## src/rtl/program_loader.sv

```systemverilog
// Byte-stream program/data loader sitting in front of the CPU top.
// Decodes framed commands, packs payload bytes little-endian into 32-bit
// instruction words or 64-bit data words, and drives the CPU's external
// memory write ports and enable line.
module program_loader #(
  parameter int unsigned IMEM_STRIDE = 4,
  parameter int unsigned DMEM_STRIDE = 8
) (
  input  logic        clk,
  input  logic        rst,
  input  logic        in_valid,
  input  logic [7:0]  in_data,
  output logic        in_ready,
  output logic [63:0] addr_ext,
  output logic        wen_ext,
  output logic [31:0] wdata_ext,
  output logic [63:0] addr_ext_2,
  output logic        wen_ext_2,
  output logic [63:0] wdata_ext_2,
  output logic        cpu_enable,
  output logic        busy,
  output logic        error
);

  localparam logic [1:0] S_IDLE  = 2'd0;
  localparam logic [1:0] S_HDR   = 2'd1;
  localparam logic [1:0] S_DATA  = 2'd2;
  localparam logic [1:0] S_WRITE = 2'd3;

  localparam logic [7:0] CMD_IMEM = 8'h01;
  localparam logic [7:0] CMD_DMEM = 8'h02;
  localparam logic [7:0] CMD_RUN  = 8'h03;
  localparam logic [7:0] CMD_HALT = 8'h04;

  logic [1:0]  r_state;
  logic        r_is_dmem;
  logic [1:0]  r_hdr_idx;
  logic [15:0] r_count;
  logic [15:0] r_base;
  logic [2:0]  r_byte_idx;
  logic [15:0] r_words;
  logic [63:0] r_asm;
  logic [63:0] r_addr_i;
  logic [31:0] r_wdata_i;
  logic [63:0] r_addr_d;
  logic [63:0] r_wdata_d;
  logic        r_cpu_en;
  logic        r_error;

  logic        w_accept;
  logic        w_last_byte;
  logic [63:0] w_asm_next;
  logic [16:0] w_index;
  logic [63:0] w_addr_i;
  logic [63:0] w_addr_d;
  logic [15:0] w_words_inc;

  assign w_accept    = in_valid && in_ready;
  assign w_last_byte = r_is_dmem ? (r_byte_idx == 3'd7) : (r_byte_idx == 3'd3);
  // 17-bit word index so BASE + i carries past 0xFFFF instead of wrapping
  assign w_index     = {1'b0, r_base} + {1'b0, r_words};
  assign w_addr_i    = {47'd0, w_index} * 64'(IMEM_STRIDE);
  assign w_addr_d    = {47'd0, w_index} * 64'(DMEM_STRIDE);
  assign w_words_inc = r_words + 16'd1;

  // Merge the incoming byte into its little-endian lane of the word being assembled
  always_comb begin
    w_asm_next = r_asm;
    w_asm_next[{r_byte_idx, 3'b000} +: 8] = in_data;
  end

  // Frame decode FSM plus the registered write-port address/data
  always_ff @(posedge clk) begin
    if (rst) begin
      r_state    <= S_IDLE;
      r_is_dmem  <= 1'b0;
      r_hdr_idx  <= 2'd0;
      r_count    <= 16'd0;
      r_base     <= 16'd0;
      r_byte_idx <= 3'd0;
      r_words    <= 16'd0;
      r_asm      <= 64'd0;
      r_addr_i   <= 64'd0;
      r_wdata_i  <= 32'd0;
      r_addr_d   <= 64'd0;
      r_wdata_d  <= 64'd0;
      r_cpu_en   <= 1'b0;
      r_error    <= 1'b0;
    end else begin
      case (r_state)
        S_IDLE: begin
          if (w_accept) begin
            case (in_data)
              CMD_IMEM, CMD_DMEM: begin
                r_is_dmem <= (in_data == CMD_DMEM);
                r_cpu_en  <= 1'b0;
                r_hdr_idx <= 2'd0;
                r_state   <= S_HDR;
              end
              CMD_RUN:  r_cpu_en <= 1'b1;
              CMD_HALT: r_cpu_en <= 1'b0;
              default:  r_error  <= 1'b1;
            endcase
          end
        end
        S_HDR: begin
          if (w_accept) begin
            r_hdr_idx <= r_hdr_idx + 2'd1;
            case (r_hdr_idx)
              2'd0: r_count[7:0]  <= in_data;
              2'd1: r_count[15:8] <= in_data;
              2'd2: r_base[7:0]   <= in_data;
              default: begin
                r_base[15:8] <= in_data;
                r_byte_idx   <= 3'd0;
                r_words      <= 16'd0;
                r_state      <= (r_count != 16'd0) ? S_DATA : S_IDLE;
              end
            endcase
          end
        end
        S_DATA: begin
          if (w_accept) begin
            r_asm      <= w_asm_next;
            r_byte_idx <= r_byte_idx + 3'd1;
            if (w_last_byte) begin
              r_byte_idx <= 3'd0;
              r_state    <= S_WRITE;
              // Only the target port's address/data move; the other holds
              if (r_is_dmem) begin
                r_addr_d  <= w_addr_d;
                r_wdata_d <= w_asm_next;
              end else begin
                r_addr_i  <= w_addr_i;
                r_wdata_i <= w_asm_next[31:0];
              end
            end
          end
        end
        default: begin
          r_words <= w_words_inc;
          r_state <= (w_words_inc == r_count) ? S_IDLE : S_DATA;
        end
      endcase
    end
  end

  assign in_ready    = (r_state != S_WRITE);
  assign busy        = (r_state != S_IDLE);
  assign wen_ext     = (r_state == S_WRITE) && !r_is_dmem;
  assign wen_ext_2   = (r_state == S_WRITE) && r_is_dmem;
  assign addr_ext    = r_addr_i;
  assign wdata_ext   = r_wdata_i;
  assign addr_ext_2  = r_addr_d;
  assign wdata_ext_2 = r_wdata_d;
  assign cpu_enable  = r_cpu_en;
  assign error       = r_error;

endmodule
```

## config.mk

```make
export PLATFORM = sky130hd
export DESIGN_NAME = program_loader
export DESIGN_NICKNAME = d
export VERILOG_FILES = /design/src/rtl/program_loader.sv
export SDC_FILE = /design/constraint.sdc
export NUM_CORES = 1
export LEC_CHECK = 0
export CAP_MARGIN = 20
export CORE_MARGIN = 2
export CORE_UTILIZATION = 42
export CTS_CLUSTER_SIZE = 14
export DETAILED_ROUTE_END_ITERATION = 7
export PLACE_DENSITY = 0.73
export SLEW_MARGIN = 40
export SYNTH_ARGS = -nofsm -noshare
export SYNTH_HDL_FRONTEND = slang
export SYNTH_SLANG_ARGS = --single-unit
```

## constraint.sdc

```tcl
create_clock -name clk -period 3.35 [get_ports clk]
set_clock_uncertainty 0.1 [all_clocks]
set_input_delay 0.5025 -clock clk [delete_from_list [all_inputs] [get_ports clk]]
set_output_delay 0.5025 -clock clk [all_outputs]
set_load 0.01 [all_outputs]
```

**Selected gate families**

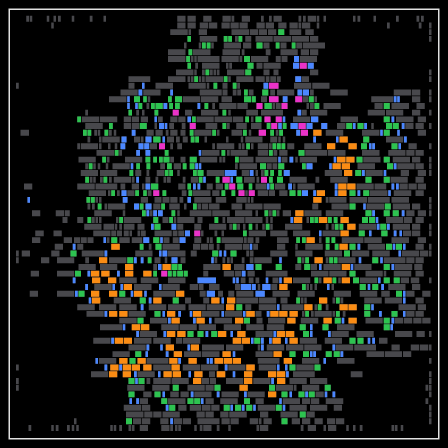
multiplexers: marked orange, cells 114. inverting AOI/OAI gates: marked green, cells 276. NOR gates: marked blue, cells 242. AND-OR and OR-AND gates: marked magenta, cells 23.

**A small window of the routed layout**

Region (18, 105) to (68, 155) um. Cells in grey, sequential cells in the stronger grey; small squares are vias.
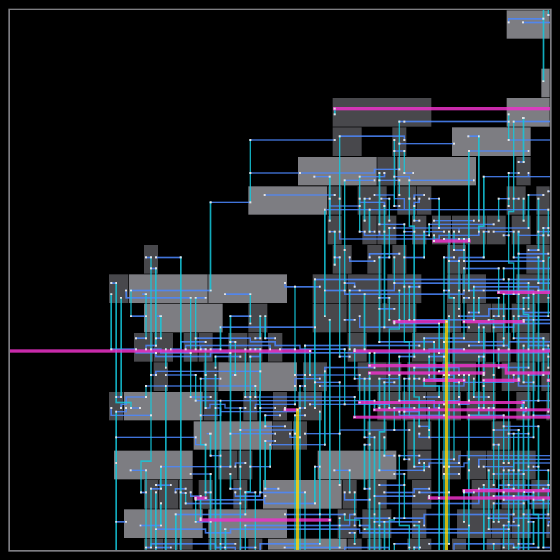
met2: marked cyan. met1: marked blue. met3: marked magenta. met4: marked yellow.
Sequential cells in the window: 17. Most frequent: nand2_1 (24), dfxtp_1 (17), a21oi_1 (16). Netlist names of flops here include `r_count` (10), `r_words` (6). 117 logic cells have their middle in the window.

**PDN straps and rails**

Pins as bars on the die edge.
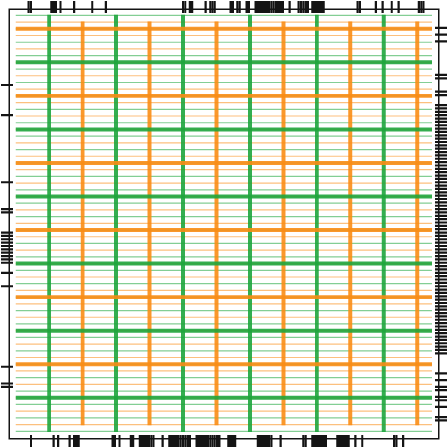
VSS: marked green. VDD: marked orange.
241 signal pins sit on the boundary. 12 straps on met5. 12 straps on met4. The core has 62 rows.

**Register map, names as in the netlist**

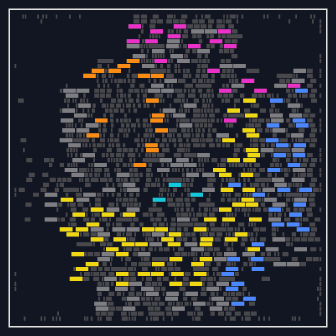
`r_byte_idx`: marked cyan, placed flops 3. `r_words`: marked orange, placed flops 16. `addr_ext`: marked magenta, placed flops 17. `r_asm`: marked yellow, placed flops 64. `wdata_ext`: marked blue, placed flops 32.
Another 120 sequential cells are not coloured.
post-layout util: 50.34%
seq pwr: 3.00 mW
flop share of the area: 35.20%

**Clock nets**

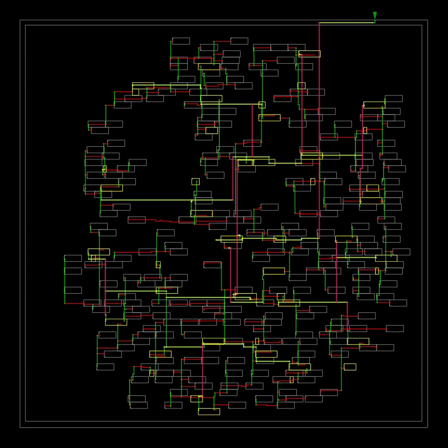
# clk buffers: 36
Insertion Delay late pin: 0.54 ns
clock network power: 2.74 mW
Clock Sinks: 252
CTS Buf Count: 26

==> reports/results.tsv <==
stage	metric	value	unit
placement	place_area	13520	um2
synth	fa_ha_area_share	2.653	%
run_status	status	finished, final reports clean	
global_route	top_usage_layer	met2	
synth	ys_async_sr_fraction	0	%
synth	synth.area.mux_share	9.452	%
synth	simple_gate_share	18.17	%
layout	lay_top_count	dfxtp_1	
power_and_ir_drop	power_frac_seq	50.5	%
floorplanning	num_rows	62	
drt	drtIter0Drc	664	
power_and_ir_drop	powerDensity	414.2	nW/um2
global_route	antenna_found_initial	0	
clock_tree	cts_tree	built	
drt	met3_length	1.760	mm
drt	drc	0	
worst_setup_path	cp-end-kind	flip-flop	
worst_setup_path	crit_fanout	8	
worst_hold_path	holdCritStartpoint	r_asm[18]$_SDFFE_PP0P_	
clock_tree	post_cts_resized	0	
worst_setup_path	critPathArrivalTime	3.29	ns
sta	tightest_slew	0.8027	ns
drt	wirelength_met1	13.45	mm
global_route	grt_pass1_vias	9049	
drt	wirelength	30.00	mm
worst_setup_path	path_cells	ha_1 -> inv_1 -> fa_1 -> nor2b_4 -> o31a_1 -> o21a_1 -> or4b_4 -> a311oi_1 -> o31ai_1	
clock_tree	htree_levels	1	
drt	vias	9949	
floorplanning	fp_util	42.41	%
power_and_ir_drop	power_leader	sequential cells	
global_route	met3_usage	2.654	%
drt	post_drt_via_cell_ratio	5.212	
synth	top_cells_by_count	252 x dfxtp_1, 185 x nor2_1, 150 x nand2_1	
worst_setup_path	worst-path-stages	9	
power_and_ir_drop	vdd_drop_max	0.3531	mV
worst_setup_path	r2r_cells	9	
synth	synthesis.area	12070	um2
synth	edf_count	0	
placement	hpwl	20.68	mm
synth	synth-seq-cells	252	
floorplanning	fp.dieW	173.5	um
layout	postLayoutCellArea	14330	um2
layout	layout-drive-gt1-share	5.770	%
layout	mostFrequentLayoutCells	252 x dfxtp_1, 185 x nor2_1, 150 x nand2_1, 145 x clkdlybuf4s50_1, 114 x mux2i_1	
layout	layout.nets	1543	
drt	wl_per_cell	15.71	um
floorplanning	die_area	30120	um2
sta	finalClockPeriodUsage	89.16	%
sta	hold_viol_final	0	
sta	slew_viol_final	0	
sta	fmax	0.3348	GHz
worst_setup_path	crit_path_end	addr_ext_2[19]$_SDFFE_PP0P_	
layout	antenna_cells	0	
power_and_ir_drop	comb-power	0.195	mW
worst_setup_path	worstSetupStartpointType	flip-flop	
sta	setup_tns	0	ns
floorplanning	die_y	173.5	um
global_route	grt_max_degree	124	
power_and_ir_drop	p_leak	5.022	nW
synth	ys_cells	1414	
global_route	grtUsageMet1	25.30	%
global_route	grt.overflow.total	0	
worst_setup_path	max_stage_delay	0.55	ns
drt	route.met2.wl	13.99	mm
power_and_ir_drop	switching_share	22.83	%
flow_run	drv_cap	0	
drt	drtPass1Iterations	5	
worst_setup_path	worstReg2RegStart	r_words[0]$_SDFFE_PP0P_	
worst_setup_path	reg2reg_slack	0.36	ns
synth	yosysMostFrequentCell	dfxtp_1	
worst_setup_path	critPathRequiredTime	3.66	ns
-- area by class of cell --
cell class | instances | area (um2)
Clock buffer | 36 | 738.2
Clock inverter | 10 | 77.57
Fill cell | 2658 | 14140
Inverter | 14 | 52.55
Multi-Input combinational cell | 1034 | 6188
Sequential cell | 252 | 5045
Tap cell | 384 | 480.5
Timing Repair Buffer | 179 | 1750
-- per-stage QoR --
step,power (mW),hold WS [ns],std cells,worst slack (ns)
4_1_cts,5.988,0.3559,1909,0.4613
5_1_grt,6.131,0.3758,1909,0.2426
3_5_place_dp,3.256,0.3478,1863,0.3570
2_1_floorplan,3.281,0.3360,1507,0.7568
6_report,5.937,0.3530,1909,0.3631
3_3_place_gp,3.256,0.3425,1863,0.4949
No activity file was given, so power comes from the tool's default toggle rates.
